==> src/rtl/riscv_pkg.sv <==
// Shared RV32I definitions: datapath width and the ALU operation encoding
// ({funct7[5], funct3}) used by decode and the execute stage.
package riscv_pkg;

  localparam int XLEN  = 32;
  localparam int REGAW = 5;

  typedef enum logic [3:0] {
    ALU_ADD  = 4'b0000,
    ALU_SUB  = 4'b1000,
    ALU_SLL  = 4'b0001,
    ALU_SLT  = 4'b0010,
    ALU_SLTU = 4'b0011,
    ALU_XOR  = 4'b0100,
    ALU_SRL  = 4'b0101,
    ALU_SRA  = 4'b1101,
    ALU_OR   = 4'b0110,
    ALU_AND  = 4'b0111
  } alu_op_e;

  // True for ops that route through the adder in subtract mode.
  function automatic logic uses_sub(input logic [3:0] op);
    return (op == ALU_SUB) || (op == ALU_SLT) || (op == ALU_SLTU);
  endfunction

endpackage

==> src/rtl/add.sv <==
// Ripple-carry adder with carry in/out; the single shared arithmetic unit of the
// execute stage (add, subtract and both compares).
module add #(
  parameter int BitWidth = 32
) (
  input  logic [BitWidth-1:0] a,
  input  logic [BitWidth-1:0] b,
  input  logic                cin,
  output logic [BitWidth-1:0] sum,
  output logic                cout
);

  logic carry;

  // NOTE: blocking assignments are correct here: the carry variable is a
  // combinational temporary that must ripple bit by bit within one evaluation.
  always_comb begin
    carry = cin;
    sum   = '0;
    for (int i = 0; i < BitWidth; i++) begin
      sum[i] = a[i] ^ b[i] ^ carry;
      carry  = (a[i] & b[i]) | (carry & (a[i] ^ b[i]));
    end
    cout = carry;
  end

endmodule

==> src/rtl/alu_ex_stage.sv <==
// RV32I execute stage: combinational ALU feeding a single-entry output register
// with valid/ready handshakes on both sides (1-cycle latency, 1/cycle throughput).
module alu_ex_stage #(
  parameter int XLEN  = riscv_pkg::XLEN,
  parameter int RegAw = riscv_pkg::REGAW
) (
  input  logic             clk,
  input  logic             rst_n,
  input  logic             flush,
  input  logic             in_valid,
  output logic             in_ready,
  input  logic [3:0]       in_op,
  input  logic [XLEN-1:0]  in_a,
  input  logic [XLEN-1:0]  in_b,
  input  logic [RegAw-1:0] in_rd,
  output logic             out_valid,
  input  logic             out_ready,
  output logic [XLEN-1:0]  out_result,
  output logic [RegAw-1:0] out_rd
);

  import riscv_pkg::*;

  localparam int ShW = $clog2(XLEN);

  logic            sub_mode;
  logic [XLEN-1:0] add_b;
  logic [XLEN-1:0] add_sum;
  logic            add_cout;
  logic            signed_ovf;
  logic            slt_bit;
  logic            sltu_bit;
  logic [ShW-1:0]  shamt;
  logic [XLEN-1:0] alu_result;
  logic            accept;

  // Subtract-type ops feed ~b with cin=1 so a single adder covers a+b and a-b.
  assign sub_mode = uses_sub(in_op);
  assign add_b    = sub_mode ? ~in_b : in_b;

  add #(.BitWidth(XLEN)) u_add (
    .a    (in_a),
    .b    (add_b),
    .cin  (sub_mode),
    .sum  (add_sum),
    .cout (add_cout)
  );

  // a-b overflows when operand signs differ and the difference sign differs from a.
  assign signed_ovf = (in_a[XLEN-1] ^ in_b[XLEN-1]) & (add_sum[XLEN-1] ^ in_a[XLEN-1]);
  assign slt_bit    = add_sum[XLEN-1] ^ signed_ovf;
  assign sltu_bit   = ~add_cout;
  assign shamt      = in_b[ShW-1:0];

  // NOTE: every output of a combinational block gets a default first, so no
  // path through the case can leave it unassigned and infer a latch.
  always_comb begin
    alu_result = '0;
    case (in_op)
      ALU_ADD,
      ALU_SUB:  alu_result = add_sum;
      ALU_SLL:  alu_result = in_a << shamt;
      ALU_SLT:  alu_result = {{(XLEN-1){1'b0}}, slt_bit};
      ALU_SLTU: alu_result = {{(XLEN-1){1'b0}}, sltu_bit};
      ALU_XOR:  alu_result = in_a ^ in_b;
      ALU_SRL:  alu_result = in_a >> shamt;
      ALU_SRA:  alu_result = $signed(in_a) >>> shamt;
      ALU_OR:   alu_result = in_a | in_b;
      ALU_AND:  alu_result = in_a & in_b;
      default:  alu_result = '0;
    endcase
  end

  // Ready depends only on local state and out_ready, never on in_valid.
  assign in_ready = !out_valid || out_ready;
  assign accept   = in_valid && in_ready && !flush;

  // NOTE: sequential state uses non-blocking assignments so every register
  // samples pre-edge values regardless of statement order.
  always_ff @(posedge clk) begin
    if (!rst_n) begin
      out_valid  <= 1'b0;
      out_result <= '0;
      out_rd     <= '0;
    end else begin
      if (flush) begin
        out_valid <= 1'b0;
      end else if (accept) begin
        out_valid <= 1'b1;
      end else if (out_ready) begin
        out_valid <= 1'b0;
      end
      // Data only moves on accept; a flush leaves stale but harmless values.
      if (accept) begin
        out_result <= alu_result;
        out_rd     <= in_rd;
      end
    end
  end

endmodule

==> config.mk <==
export PLATFORM = sky130hd
export DESIGN_NAME = alu_ex_stage
export DESIGN_NICKNAME = d
export VERILOG_FILES = /design/src/rtl/riscv_pkg.sv /design/src/rtl/add.sv /design/src/rtl/alu_ex_stage.sv
export SDC_FILE = /design/constraint.sdc
export NUM_CORES = 1
export LEC_CHECK = 0
export CAP_MARGIN = 0
export CELL_PAD_IN_SITES_DETAIL_PLACEMENT = 1
export CELL_PAD_IN_SITES_GLOBAL_PLACEMENT = 2
export CORE_MARGIN = 8
export CORE_UTILIZATION = 37
export CTS_CLUSTER_SIZE = 14
export DETAILED_ROUTE_END_ITERATION = 16
export MAX_ROUTING_LAYER = met4
export PLACE_DENSITY = 0.89
export SYNTH_ARGS = -nofsm -noshare
export SYNTH_HDL_FRONTEND = slang
export SYNTH_SLANG_ARGS = --single-unit
==> constraint.sdc <==
create_clock -name clk -period 53.7 [get_ports clk]
set_clock_uncertainty 0.2 [all_clocks]
set_input_delay 8.055 -clock clk [delete_from_list [all_inputs] [get_ports clk]]
set_output_delay 8.055 -clock clk [all_outputs]
set_load 0.05 [all_outputs]
run_1/layer_met1.png
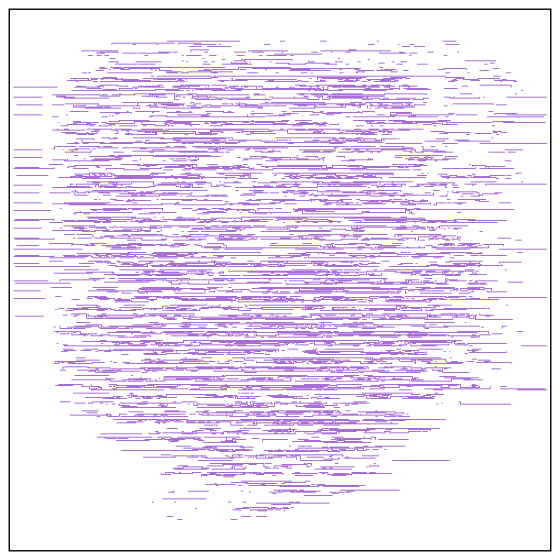
nets with wire on the layer	1,106
share of all routed wire	41%
wire length on this layer	16,900 µm
longest straight run	70.4 µm
main direction	horizontal

run_1/placement.png
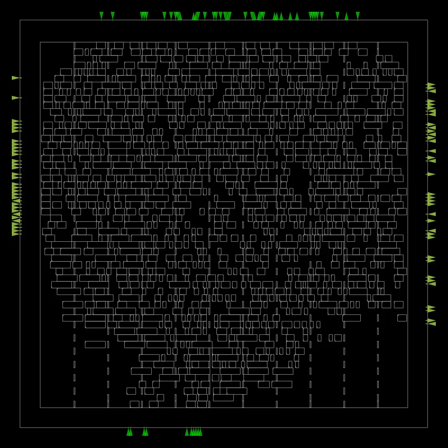
Post-Route Utilization: 0.441
Seq/total area: 0.0766
Finished Layout Cells: 1,326
# Taps: 285
row count: 55

==> impl_metrics.ini, run 1 <==
; generated from flow reports
[worst_setup_path]
path_max_fanout = 16
cpMostUsedCell = fa_1
start_kind = input port
path_class = input port to flop
slowest_delay_ns = 0.88
arrival_ns = 23.84
worstPathRequired_ns = 53.72

[power_and_ir_drop]
vdd_ir_drop_max_mv = 0.0115
leakage_nw = 3.91
power_uw = 167

[final_timing]
fin_crit_ns = 23.81
tns_ns = 0
worstMarginPinSlew_ns = 1.50
worst_slack_ns = 29.89
report.final.slew_viol_count = 1
rsz0062_at_grt = false
hold_viol = 0
max_freq_ghz = 0.0420

[cts]
cts_made_buffers = 5
clock_latency_ns = 0.29
clockBufferDepth = 2
cts_tree = yes
ctsHoldBuffers = 0
post_cts_buffers = 0
cts_resized = 0

[outcome]
violations = max-capacitance violations, max-slew violations
status = complete, but fails checks

[synthesis]
top_cell = nor2_1
top_cells_by_count = 88 x nor2_1, 78 x nand2_1, 69 x inv_1
synth_chip_area_um2 = 8420
yosysCellCount = 984
postSynthAreaPerCell_um2 = 8.55
ys.warnings.count = 0
synth_area_leader_cell = mux4_2
ys_seq_share = 0.0904
synth.distinct_cells = 70
synth_cells = 984
postSynth.asyncResetShare = 0
netlist_area_um2 = 8420

[place]
place_congestion = 1.02
port_buffers = 116
dpl.hpwl_mm = 31.2

[routing]
firstDrtPassIters = 6
drc = 0

[job]
warning_count = 59
drv_cap = 1

[finish]
syn2layout_area_growth_pct = 17.9
finalNetCount = 1212

[die]
chipArea_um2 = 27800
die_x_um = 167

[global_routing]
grt_pass1_vias = 9118
grt_usage = 0.296

[min_path]
hold_class = flop to flop
run_1/flops_by_reg.png
Other sequential cells in the stronger grey, the rest of the logic in the fainter grey.
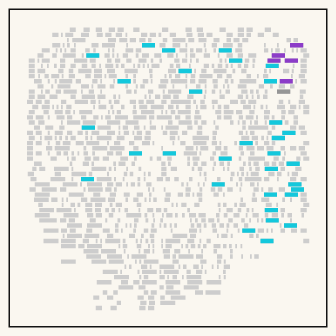
signal	colour	placed flops
out_rd	purple	5
out_result	cyan	32
not coloured	1

## run 1: cell families (layout without fill, tap and decap cells)
family | after synthesis | in the layout | synth area share
xor gates and xnor gates | 32 | 32 | 0.0333
adders and majority gates | 96 | 96 | 0.170
buffers and inverters | 169 | 224 | 0.0838
DFF | 38 | 38 | 0.0904
AOI/OAI and AO/OA | 281 | 281 | 0.239
muxes | 129 | 129 | 0.251
other | 0 | 2 | 0
and+or+nand+nor | 239 | 239 | 0.132
## run 1: flip-flops by register name, indices dropped and copies added (netlist names)
name,flops
out_rd,5
out_valid,1
out_result,32
## run 1: report_power, final
part	switching (mW)	leakage (nW)	total (mW)	internal (mW)
Combinational	0.0565	3.50	0.0938	0.0373
Sequential	0.000949	0.309	0.0302	0.0293
Clock	0.0154	0.0971	0.0434	0.0280
## run 1: stage by stage
step	std cells	area [µm²]	hold slack, ns
3_5_place_dp	1316	9720	0.267
5_1_grt	1326	9930	0.303
3_3_place_gp	1316	9720	0.252
6_report	1326	9930	0.269
4_1_cts	1324	9920	0.275
2_1_floorplan	984	8420	0.478
## run 1: path summary, 6_finish.rpt
check	cells after the start	start	endpoint	slack, ns
worst max-delay path	41	in_op[3]	out_result[0]	29.89
worst min-delay path	2	out_rd[3]	out_rd[3]	0.27
worst max register to register	7	out_valid	out_result[13]	50.85
worst min register to register	2	out_rd[3]	out_rd[3]	0.27
## run 1: critical path, delay by kind of cell
kind            cells  cell delay (ns)
simple gates        2             0.17
buf+inv             2             0.97
xor+xnor            1             0.14
compound gates      4             0.56
mux                 1             0.41
fa+ha+maj          31            13.49
## run 1: per-layer routing
metal | part of all wire | up-vias | global-route usage
li1 | - | 3807 | -
met5 | 0 | - | -
met3 | 0.11 | 119 | 0.0704
met4 | 0.046 | 0 | 0.124
met2 | 0.44 | 600 | 0.430
met1 | 0.41 | 4589 | 0.389
## run 1: layout make-up
cell class,count,area [µm²],share of cell area
sequential,38,761,0.0766
timing repair buffer,146,1370,0.138
clock buffer,6,139,0.0140
tap,285,357,0.0359
clock inverter,2,60.1,0.00605
antenna,2,5.00,0.000504
multi-input combinational,777,6970,0.702
inverter,70,263,0.0265
## run 1: layout by cell type (no fill, tap or decap), types with 7 or more instances in the layout
master and count:
a211oi_1 11, a222oi_1 7, ha_1 65, a31oi_1 12
mux2i_1 49, o211ai_1 13, a21oi_1 32, nor3_1 11
inv_1 69, a221oi_1 15, fa_1 31, nor2_1 87
xnor2_1 31, mux2_2 16, a21boi_0 8, dfxtp_1 38
and2_1 7, mux4_2 63, o22ai_1 12, nand3_1 12
a22oi_1 24, clkdlybuf4s50_1 112, buf_4 32, a22o_1 12
o21ai_0 57, nand2_1 78
run_1/cell_density.png
17 x 17 tiles, from white (low) to dark blue (high), 0 to 100% covered.
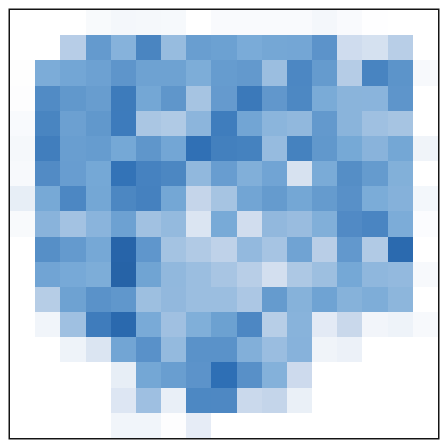

## Run 2: what changed since run 1
--- a/config.mk
+++ b/config.mk
@@ -9,11 +9,11 @@
 export CELL_PAD_IN_SITES_DETAIL_PLACEMENT = 1
 export CELL_PAD_IN_SITES_GLOBAL_PLACEMENT = 2
 export CORE_MARGIN = 8
-export CORE_UTILIZATION = 37
+export CORE_UTILIZATION = 35
 export CTS_CLUSTER_SIZE = 14
 export DETAILED_ROUTE_END_ITERATION = 16
 export MAX_ROUTING_LAYER = met4
-export PLACE_DENSITY = 0.89
+export PLACE_DENSITY = 0.85
 export SYNTH_ARGS = -nofsm -noshare
 export SYNTH_HDL_FRONTEND = slang
 export SYNTH_SLANG_ARGS = --single-unit
==> constraint.sdc (replaced) <==
create_clock -name clk -period 23.4 [get_ports clk]
set_clock_uncertainty 0.2 [all_clocks]
set_input_delay 3.51 -clock clk [delete_from_list [all_inputs] [get_ports clk]]
set_output_delay 3.51 -clock clk [all_outputs]
set_load 0.05 [all_outputs]
run_2/cell_density.png
17 x 17 tiles, from white (low) to dark blue (high), 0 to 100% covered.
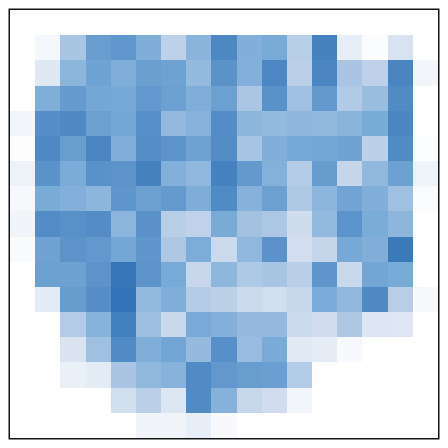
nearly empty tiles	24%
mean over tiles	33%
fullest tile	73%
emptiest ninth of the die	lower right

==> impl_metrics.ini, run 2 <==
; generated from flow reports
[outcome]
status = completed

[global_routing]
use_met3 = 0.0523
use_met2 = 0.431
grt_pass1_vias = 8926
grt_usage = 0.292
busiest_layer = met2

[min_path]
hold_depth = 2
min_from = out_rd[0]
hold_class = flop to flop

[final_timing]
hold_viol = 0
fin_crit_ns = 19.90
max_freq_ghz = 0.0502
rsz0062_at_grt = false
report.final.slew_viol_count = 0
worstMarginPinSlew_ns = 1.23
tns_ns = 0

[worst_setup_path]
cp_num_cells = 43
worstPathRequired_ns = 23.45
reg2reg_from = out_valid
slowest_delay_ns = 0.94
startpoint = in_op[1]
cpMostUsedCell = fa_1
worst_path_dominant_cell_family = adder cells
path_max_fanout = 31
arrival_ns = 19.95

[synthesis]
ys.warnings.count = 0
ys_seq_share = 0.0904
synth.distinct_cells = 70
postSynth.asyncResetShare = 0
top_cell = nor2_1
top_cells_by_count = 88 x nor2_1, 78 x nand2_1, 69 x inv_1
synth_cells = 984
synth_chip_area_um2 = 8420
synth_area_leader_cell = mux4_2

[power_and_ir_drop]
clkPwrFrac = 0.217
leakage_nw = 3.89
power.internal_uw = 196
switching_share = 0.462
vdd_ir_drop_max_mv = 0.0275
p_comb_frac = 0.592

[finish]
stdcell_count = 1360
largest_reg_flops = 32
largest-register = out_result
layout_top_cells = 112 x clkdlybuf4s50_1, 87 x nor2_1, 78 x nand2_1
lay_top_count = clkdlybuf4s50_1
top_regs = out_result (32), out_rd (5), out_valid (1)
finalNetCount = 1213

[place]
place_congestion = 1.04
post_dp_cell_area_um2 = 9770
dpl.cell_count = 1351

[routing]
drc = 0

[die]
chipArea_um2 = 29300
rows = 56

[cts]
cts_tree = yes
post_cts_buffers = 0
clock_latency_ns = 0.30
ctsHoldBuffers = 0
cts_resized = 0
cts_made_buffers = 5

[job]
drv_cap = 0
warning_count = 59
==> run 2: cell counts after synthesis <==
No cell type changed its count.
==> run 2: cell type report <==
type                            count  area (µm²)  area share
Antenna cell                        1        2.50    0.000252
Clock buffer                        6         139      0.0140
Clock inverter                      2        12.5     0.00126
Inverter                           70         263      0.0265
Multi-Input combinational cell    777        6970       0.702
Sequential cell                    38         761      0.0766
Tap cell                          319         399      0.0402
Timing Repair Buffer              147        1380       0.139
==> run 2: routing by layer <==
layer	routed length, µm	up-vias
met3	4380	80
met4	1540	0
li1	-	3808
met2	18300	561
met1	17500	4570
met5	0	-
==> run 2: kinds of logic after synthesis <==
| logic type | Yosys count | share of synthesized area |
|---|---|---|
| AND-OR/OR-AND | 281 | 0.239 |
| XOR/XNOR | 32 | 0.0333 |
| adder cells (fa/ha/maj) | 96 | 0.170 |
| buffers and inverters | 169 | 0.0838 |
| flip-flops | 38 | 0.0904 |
| multiplexers | 129 | 0.251 |
| AND/OR/NAND/NOR | 239 | 0.132 |
==> run 2: metrics by stage <==
stage | hold WS [ns] | power, mW | utilization | setup WS (ns)
floorplan | 0.478 | 0.199 | - | 4.43
CTS | 0.268 | 0.358 | 0.422 | 3.52
global placement | 0.251 | 0.277 | 0.415 | 3.56
finish | 0.263 | 0.363 | 0.422 | 3.50
detailed placement | 0.259 | 0.280 | 0.415 | 3.22
global route | 0.284 | 0.379 | 0.422 | 2.84
==> run 2: path summary, 6_finish.rpt <==
check	end	slack, ns
worst max-delay path	out_result[0]	3.50
worst min register to register	out_rd[0]	0.26
worst max register to register	out_result[4]	20.56
worst min-delay path	out_rd[0]	0.26
==> run 2: power by group through the flow <==
stage	Sequential, mW	Clock [mW]	Combinational [mW]
final	0.0694	0.0788	0.215
after global routing	0.0697	0.0806	0.228
after CTS	0.0694	0.0782	0.210
after detailed placement	0.0709	0	0.209
after global placement	0.0708	0	0.206
after floorplan	0.0790	0	0.120
==> run 2: worst register-to-register path: cells and delay by family, from the launching register on <==
kind / cells / cell delay, ns
AND/OR/NAND/NOR: 3 / 1.06
AND-OR/OR-AND: 3 / 0.71
buffers and inverters: 2 / 0.47
flip-flops: 1 / 0.33
run_2/flops_by_reg.png
Other sequential cells in the stronger grey, the rest of the logic in the fainter grey.
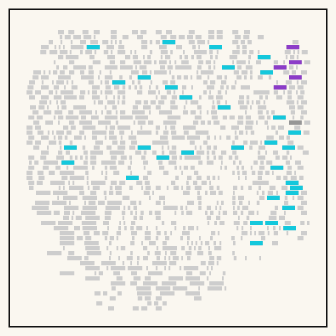

## Run 3: what changed since run 2
--- a/config.mk
+++ b/config.mk
@@ -5,15 +5,15 @@
 export SDC_FILE = /design/constraint.sdc
 export NUM_CORES = 1
 export LEC_CHECK = 0
+export ABC_AREA = 1
 export CAP_MARGIN = 0
 export CELL_PAD_IN_SITES_DETAIL_PLACEMENT = 1
 export CELL_PAD_IN_SITES_GLOBAL_PLACEMENT = 2
-export CORE_MARGIN = 8
-export CORE_UTILIZATION = 35
+export CORE_UTILIZATION = 29
 export CTS_CLUSTER_SIZE = 14
 export DETAILED_ROUTE_END_ITERATION = 16
 export MAX_ROUTING_LAYER = met4
-export PLACE_DENSITY = 0.85
+export PLACE_DENSITY = 0.83
 export SYNTH_ARGS = -nofsm -noshare
 export SYNTH_HDL_FRONTEND = slang
 export SYNTH_SLANG_ARGS = --single-unit
run_3/flops_by_reg.png
Other sequential cells in the stronger grey, the rest of the logic in the fainter grey.
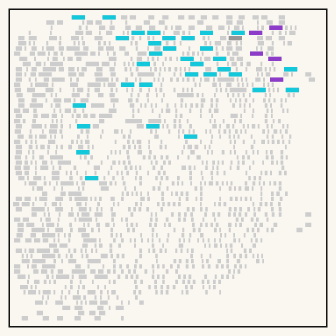
signal	colour	placed flops
out_result	cyan	32
out_rd	purple	5

==> impl_metrics.ini, run 3 <==
; generated from flow reports
[cts]
clockBufferDepth = 2
post_cts_buffers = 0

[worst_setup_path]
slowest_delay_ns = 0.52
worst_path_dominant_cell_family = adder cells
arrival_ns = 19.37
timing.critical_path.buf_inv = 3
path_max_fanout = 32
path_class = input port to flop
cpMostUsedCell = fa_1

[finish]
seq_area_um2 = 761
finalNetCount = 1542
syn2layout_area_growth_pct = 17.9
largest_reg_flops = 32
antenna_cells = 0
lay_top_count = nand2_1
largest-register = out_result

[routing]
drc = 4

[final_timing]
hold_viol = 0
fin_crit_ns = 19.35
worstMarginPinSlew_ns = 0.964
report.final.slew_viol_count = 0

[synthesis]
netlist_area_um2 = 7770
synth_area_leader_cell = nand2_1
synth_chip_area_um2 = 7770
postSynthAreaPerCell_um2 = 5.92
top_cell = nand2_1
top_cells_by_count = 460 x nand2_1, 286 x nand3_1, 80 x inv_1
ys_seq_share = 0.0979
synth_cells = 1312
ys.warnings.count = 0

[power_and_ir_drop]
p_comb_frac = 0.558
leakage_nw = 4.33
clkPwrFrac = 0.226
power.internal_uw = 170
power.switching_uw = 151
switching_share = 0.470

[place]
post_dp_cell_area_um2 = 9010
place_congestion = 0.972
port_buffers = 116
dpl.hpwl_mm = 29.3

[outcome]
violations = design-rule violations
status = complete, but fails checks

[die]
rows = 59
die_x_um = 166

[job]
drv_cap = 0
warning_count = 59

[min_path]
hold_class = flop to flop
-- run 3: cells by family after synthesis --
family                     after synthesis  share of synthesized area
adders and majority gates               96                      0.185
and+or+nand+nor                        832                      0.470
AOI/OAI and AO/OA                      140                      0.109
DFF                                     38                     0.0979
xor gates and xnor gates                31                     0.0349
buffers and inverters                  175                      0.104
-- run 3: layout make-up --
class,count,area share
multi-input combinational,1099,0.679
clock buffer,6,0.0152
sequential,38,0.0830
inverter,94,0.0393
tap,335,0.0458
clock inverter,2,0.00137
timing repair buffer,130,0.137
-- run 3: worst paths after layout --
check | from | depth (start not counted) | slack (ns) | endpoint
worst max-delay path | in_op[3] | 45 | 4.05 | out_result[0]
worst min-delay path | out_result[24] | 2 | 0.27 | out_result[24]
worst max register to register | out_valid | 7 | 21.34 | out_result[7]
worst min register to register | out_result[24] | 2 | 0.27 | out_result[24]
-- run 3: power groups by stage --
stage	Combinational (mW)	Sequential (mW)	Clock, mW
after detailed placement	0.178	0.0709	0
after floorplan	0.101	0.0804	0
final	0.179	0.0694	0.0724
after global placement	0.175	0.0708	0
after CTS	0.179	0.0695	0.0728
after global routing	0.198	0.0697	0.0764
-- run 3: tightest hold or removal path, delay by kind of cell, from the launching register on --
kind	cells	cell delay, ns
DFF	1	0.31
and+or+nand+nor	1	0.06
AOI/OAI and AO/OA	1	0.05
-- run 3: through the flow --
| stage | setup slack (ns) | instances |
|---|---|---|
| floorplan | 5.26 | 1312 |
| global placement | 3.91 | 1696 |
| detailed placement | 3.69 | 1696 |
| CTS | 3.98 | 1704 |
| global route | 3.51 | 1704 |
| finish | 4.05 | 1704 |
-- run 3: routing by layer --
| layer | wire, µm | global-route usage | vias to the layer above |
|---|---|---|---|
| li1 | - | - | 4434 |
| met1 | 16400 | 0.362 | 4576 |
| met2 | 17200 | 0.447 | 251 |
| met3 | 1860 | 0.0234 | 50 |
| met4 | 1250 | 0.0886 | 0 |
| met5 | 0 | - | - |

==> screenshots <==
M2 wires.
Cells faint in the background.
image #1
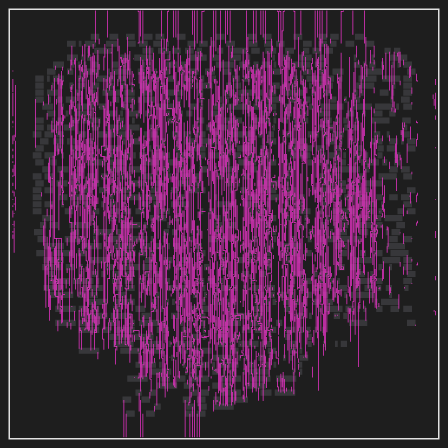
image #2
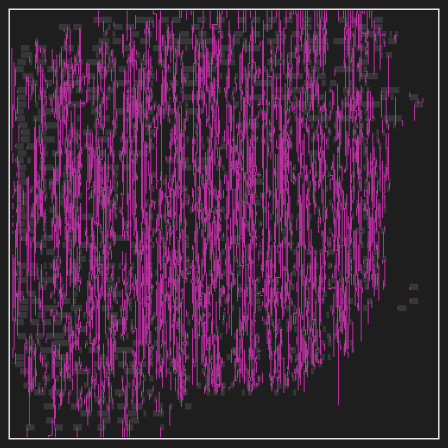
image #3
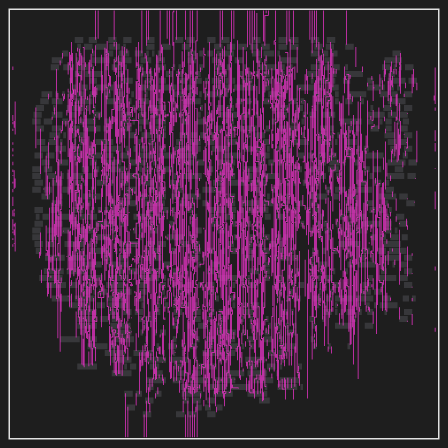
image #2 -> run 3
image #1 -> run 1
image #3 -> run 2

Power is estimated from default activity; no workload was simulated.
